===== config.mk =====
export PLATFORM = sky130hd
export DESIGN_NAME = bullet_fire_controller
export DESIGN_NICKNAME = d
export VERILOG_FILES = /design/src/rtl/bullet_fire_controller.sv
export SDC_FILE = /design/constraint.sdc
export NUM_CORES = 1
export LEC_CHECK = 0
export CORE_AREA = 3 3 70 121
export CTS_BUF_LIST = sky130_fd_sc_hd__clkbuf_8
export CTS_CLUSTER_SIZE = 10
export DETAILED_ROUTE_END_ITERATION = 7
export DIE_AREA = 0 0 73 124
export PLACE_DENSITY = 0.67
export SLEW_MARGIN = 20
export SYNTH_ARGS = -nofsm -noshare
export SYNTH_HDL_FRONTEND = slang
export SYNTH_SLANG_ARGS = --single-unit

===== constraint.sdc =====
create_clock -name Clk -period 3.7 [get_ports Clk]
set_clock_uncertainty 0.15 [all_clocks]
set_input_delay 0.74 -clock Clk [delete_from_list [all_inputs] [get_ports Clk]]
set_output_delay 0.74 -clock Clk [all_outputs]
set_load 0.1 [all_outputs]

===== src/rtl/bullet_fire_controller.sv =====
`default_nettype none
// +----------------------------------------------------------------------------+
// | bullet_fire_controller: frame-paced bullet slot allocator and launcher      |
// | Revision: 1.0                                                               |
// +----------------------------------------------------------------------------+
module bullet_fire_controller #(
  parameter int NUM_SLOTS       = 6,
  parameter int COOLDOWN_FRAMES = 8,
  parameter int SCREEN_H        = 480
) (
  input  logic                 Clk,
  input  logic                 Reset,
  input  logic                 VS,
  input  logic                 shootingEnable,
  input  logic                 direction,
  input  logic [9:0]           PlayerX,
  input  logic [9:0]           PlayerY,
  input  logic [9:0]           PlayerWidth,
  input  logic [9:0]           PlayerHeight,
  input  logic [NUM_SLOTS-1:0] slot_done,
  output logic [NUM_SLOTS-1:0] spawn,
  output logic [9:0]           spawnX,
  output logic [9:0]           spawnY,
  output logic                 spawnDir,
  output logic [NUM_SLOTS-1:0] active,
  output logic                 cooldown_busy
);

  localparam logic [7:0]  COOLDOWN_INIT = 8'(COOLDOWN_FRAMES);
  localparam logic [10:0] Y_MAX         = 11'(SCREEN_H - 1);

  typedef enum logic [1:0] {
    S_IDLE     = 2'd0,
    S_FIRE     = 2'd1,
    S_COOLDOWN = 2'd2
  } state_t;

  state_t               state_q;
  logic                 vs_meta_q, vs_sync_q, vs_prev_q;
  logic [7:0]           cnt_q;
  logic [NUM_SLOTS-1:0] active_q, active_d;
  logic [NUM_SLOTS-1:0] spawn_q;
  logic [9:0]           spawn_x_q, spawn_y_q;
  logic                 spawn_dir_q;
  logic                 busy_q;

  logic                 tick;
  logic                 fire_go;
  logic [NUM_SLOTS-1:0] free_onehot;
  logic [10:0]          x_sum, y_sum;
  logic [9:0]           x_launch, y_launch;

  assign tick    = vs_sync_q & ~vs_prev_q;
  assign fire_go = tick & shootingEnable & ~(&active_q) & (state_q == S_IDLE);

  // Downward scan so the last hit written is the lowest free index.
  always_comb begin
    free_onehot = '0;
    for (int k = NUM_SLOTS - 1; k >= 0; k--) begin
      if (!active_q[k]) begin
        free_onehot    = '0;
        free_onehot[k] = 1'b1;
      end
    end
  end

  always_comb begin
    x_sum = {1'b0, PlayerX} + {1'b0, PlayerWidth};
    y_sum = {1'b0, PlayerY} + {1'b0, (PlayerHeight >> 1)};
    if (direction)
      x_launch = x_sum[10] ? 10'h3FF : x_sum[9:0];
    else
      x_launch = (PlayerX == 10'd0) ? 10'd0 : PlayerX - 10'd1;
    y_launch = (y_sum > Y_MAX) ? Y_MAX[9:0] : y_sum[9:0];
  end

  // A newly launched slot is set after the retire mask, so set wins a collision.
  assign active_d = (active_q & ~slot_done) | spawn_q;

  always_ff @(posedge Clk or negedge Reset) begin
    if (!Reset) begin
      state_q     <= S_IDLE;
      vs_meta_q   <= 1'b0;
      vs_sync_q   <= 1'b0;
      vs_prev_q   <= 1'b0;
      cnt_q       <= 8'd0;
      active_q    <= '0;
      spawn_q     <= '0;
      spawn_x_q   <= 10'd0;
      spawn_y_q   <= 10'd0;
      spawn_dir_q <= 1'b0;
      busy_q      <= 1'b0;
    end else begin
      vs_meta_q <= VS;
      vs_sync_q <= vs_meta_q;
      vs_prev_q <= vs_sync_q;
      active_q  <= active_d;
      spawn_q   <= '0;
      case (state_q)
        S_IDLE: begin
          if (fire_go) begin
            state_q     <= S_FIRE;
            spawn_q     <= free_onehot;
            spawn_x_q   <= x_launch;
            spawn_y_q   <= y_launch;
            spawn_dir_q <= direction;
          end
        end
        S_FIRE: begin
          if (COOLDOWN_INIT == 8'd0) begin
            state_q <= S_IDLE;
          end else begin
            state_q <= S_COOLDOWN;
            cnt_q   <= COOLDOWN_INIT;
            busy_q  <= 1'b1;
          end
        end
        S_COOLDOWN: begin
          if (tick) begin
            cnt_q <= cnt_q - 8'd1;
            if (cnt_q <= 8'd1) begin
              state_q <= S_IDLE;
              busy_q  <= 1'b0;
            end
          end
        end
        default: begin
          state_q <= S_IDLE;
          busy_q  <= 1'b0;
        end
      endcase
    end
  end

  assign spawn         = spawn_q;
  assign spawnX        = spawn_x_q;
  assign spawnY        = spawn_y_q;
  assign spawnDir      = spawn_dir_q;
  assign active        = active_q;
  assign cooldown_busy = busy_q;

endmodule
`default_nettype wire


cell_classes.png
(4 px per um) Fill, decap, tap and diode cells in grey.
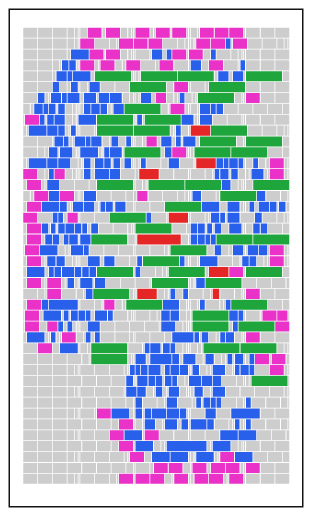
[blue] all other logic | cells: 270
[green] flip-flops | cells: 47
[red] clock drivers and dummy loads | cells: 8
[magenta] other buffers and delay cells | cells: 87
fin util: 52.9%
row count: 42
core region area: 7620 um2

clock_map.png
(6 px per um)
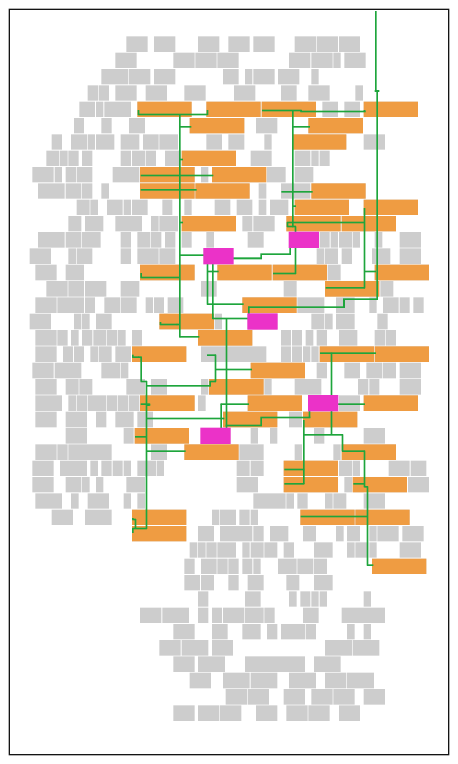
[magenta] cells driving clock nets | count: 5
[green] clock wires | length: 545 um
[orange] flip-flops | count: 47
routed clock nets: 6
Clk pwr share: 13.9%
Late-Pin Clk Latency: 290 ps
Clk. pwr: 0.000380 W

final_congestion.png
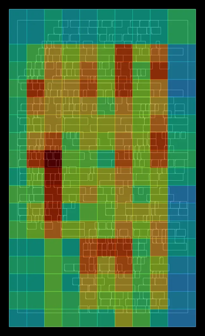
met3 usage: 2.34%
global-route track usage on met2: 30.5%

==> flow_summary.ini <==
; synthesis and place-and-route metrics
[yosys]
yosys_cells = 323
xor_share_pct = 4.42
fp_nets = 398
flop_cell = dfrtp_1
ys_ff = 47
synth.cell_area_um2 = 2980
top_area_cell = dfrtp_1
synth.avg_cell_area_um2 = 9.21

[setup_path]
worstPathRequired_ps = 3730
reg2reg_from = vs_sync_q$_DFF_PN0_
cp_max_fo = 7
r2r_slack_ps = 1470
critPathKind = in2reg

[final_timing]
hold_viol = 0
period_needed_ps = 3220
tightest_slew_ps = 1020

[global_routing]
antenna_found_initial = 0
grt_start_max_net_pins = 48

[place]
place_congestion = 0.854
dpl_cell_area_um2 = 3910
post-dp-hpwl_mm = 5.94
io_buffers = 83

[clocking]
htree_levels = 2
clockRootBuffer = clkbuf_8
path_clk_slew_ps = 80
cts_hold_buf = 0
cts_setup_buffers = 0

[min_path]
hold_class = reg2reg

[outcome]
status = completed

[pwr]
p_leak_nw = 1.78
cellPowerDensity_nw_per_um2 = 679

[run]
max_cap_violations = 0
registers.png
(4 px per um)
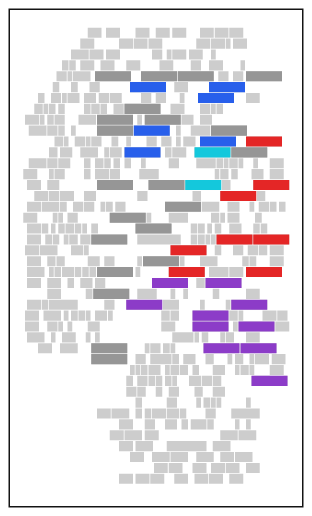
[blue] spawn | flops: 6 | where: top middle
[red] cnt_q | flops: 8 | where: right middle
[cyan] state_q | flops: 2
[purple] spawnY | flops: 10
not coloured: 21
Sequential cell area: 1180 um2
Seq/total area: 29.2%

pdn.png
(4 px per um) Pins as bars on the die edge.
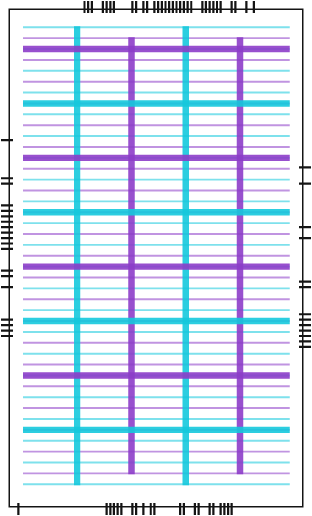
[purple] VDD
[cyan] VSS
signal pins: 85
rows: 42
peak supply drop: 0.483 mV
DIE HEIGHT: 124 um
Die W: 73 um

## worst max path at each step
stage	from	end	slack (ps)	cells past startpoint
after global routing	PlayerY[0]	spawnY[5]$_DFFE_PN0P_	340	10
final	PlayerY[0]	spawnY[5]$_DFFE_PN0P_	480	10
after CTS	PlayerY[0]	spawnY[5]$_DFFE_PN0P_	460	10
after detailed placement	PlayerY[0]	spawnY[5]$_DFFE_PN0P_	180	10
after global placement	PlayerY[0]	spawnY[5]$_DFFE_PN0P_	220	10
after floorplan	PlayerY[0]	spawnY[5]$_DFFE_PN0P_	860	9
## power groups by stage
stage          registers, W  logic [W]  clock network, W
6_report           0.000780    0.00158          0.000380
5_1_grt            0.000804    0.00167          0.000408
4_1_cts            0.000781    0.00159          0.000390
3_5_place_dp       0.000788    0.00159                 0
3_3_place_gp       0.000789    0.00157                 0
2_1_floorplan       0.00160   0.000356                 0
## registers in the layout, indices dropped and copies added (netlist names)
register	count
active	6
cnt_q	8
cooldown_busy	1
spawn	6
spawnDir	1
spawnX	10
spawnY	10
state_q	2
vs_meta_q	1
vs_prev_q	1
vs_sync_q	1
## logic make-up (layout without fill, tap and decap cells)
group / Yosys count / in the layout
AND-OR/OR-AND: 100 / 100
buffers and inverters: 32 / 121
adder cells (fa/ha/maj): 24 / 24
XOR/XNOR: 15 / 15
flip-flops: 47 / 47
AND/OR/NAND/NOR: 105 / 105
## layout make-up
class                   count  share of cell area, %
clock inverters             2                  0.869
clock buffers               6                   2.05
inverters                  26                   2.42
flip-flops and latches     47                   29.2
well taps                  88                   2.73
multi-input cells         244                   41.7
repair buffers             87                   21.1
## cells in the final DEF (no fill, tap or decap), types with 8 or more instances in the layout
cell,Yosys,final
buf_4,0,8
o21ai_0,24,24
nand2_1,20,20
nor2_1,27,27
clkdlybuf4s50_1,0,79
dfrtp_1,47,47
a21oi_1,18,18
a21o_1,8,8
nand3_1,12,12
ha_1,22,22
nor3_1,11,11
inv_1,26,26
xor2_1,8,8
## metrics by stage
| stage | utilization [%] | hold slack (ps) | power (W) | setup WS (ps) | std cells |
|---|---|---|---|---|---|
| after floorplan | - | 181 | 0.00196 | 864 | 323 |
| after global placement | 51.3 | 182 | 0.00235 | 219 | 492 |
| after detailed placement | 51.3 | 203 | 0.00237 | 180 | 492 |
| after CTS | 52.9 | 223 | 0.00276 | 464 | 500 |
| after global routing | 52.9 | 221 | 0.00288 | 337 | 500 |
| final | 52.9 | 218 | 0.00274 | 482 | 500 |
## metal layers
layer	wire length (um)	vias up	part of all wire (%)	track usage [%]
li1	-	1348	-	-
met1	2760	1275	38	17.3
met2	4000	75	55	30.5
met3	276	18	3.8	2.34
met4	257	0	3.5	8.43
met5	0	-	0	0
## worst max-delay path: cells and delay by family
kind,cells,cell delay [ps]
AND-OR/OR-AND,4,1060
AND/OR/NAND/NOR,2,350
buffers and inverters,2,520
adder cells (fa/ha/maj),2,580
Power figures rest on the tool's default switching activity, not on a simulated workload.
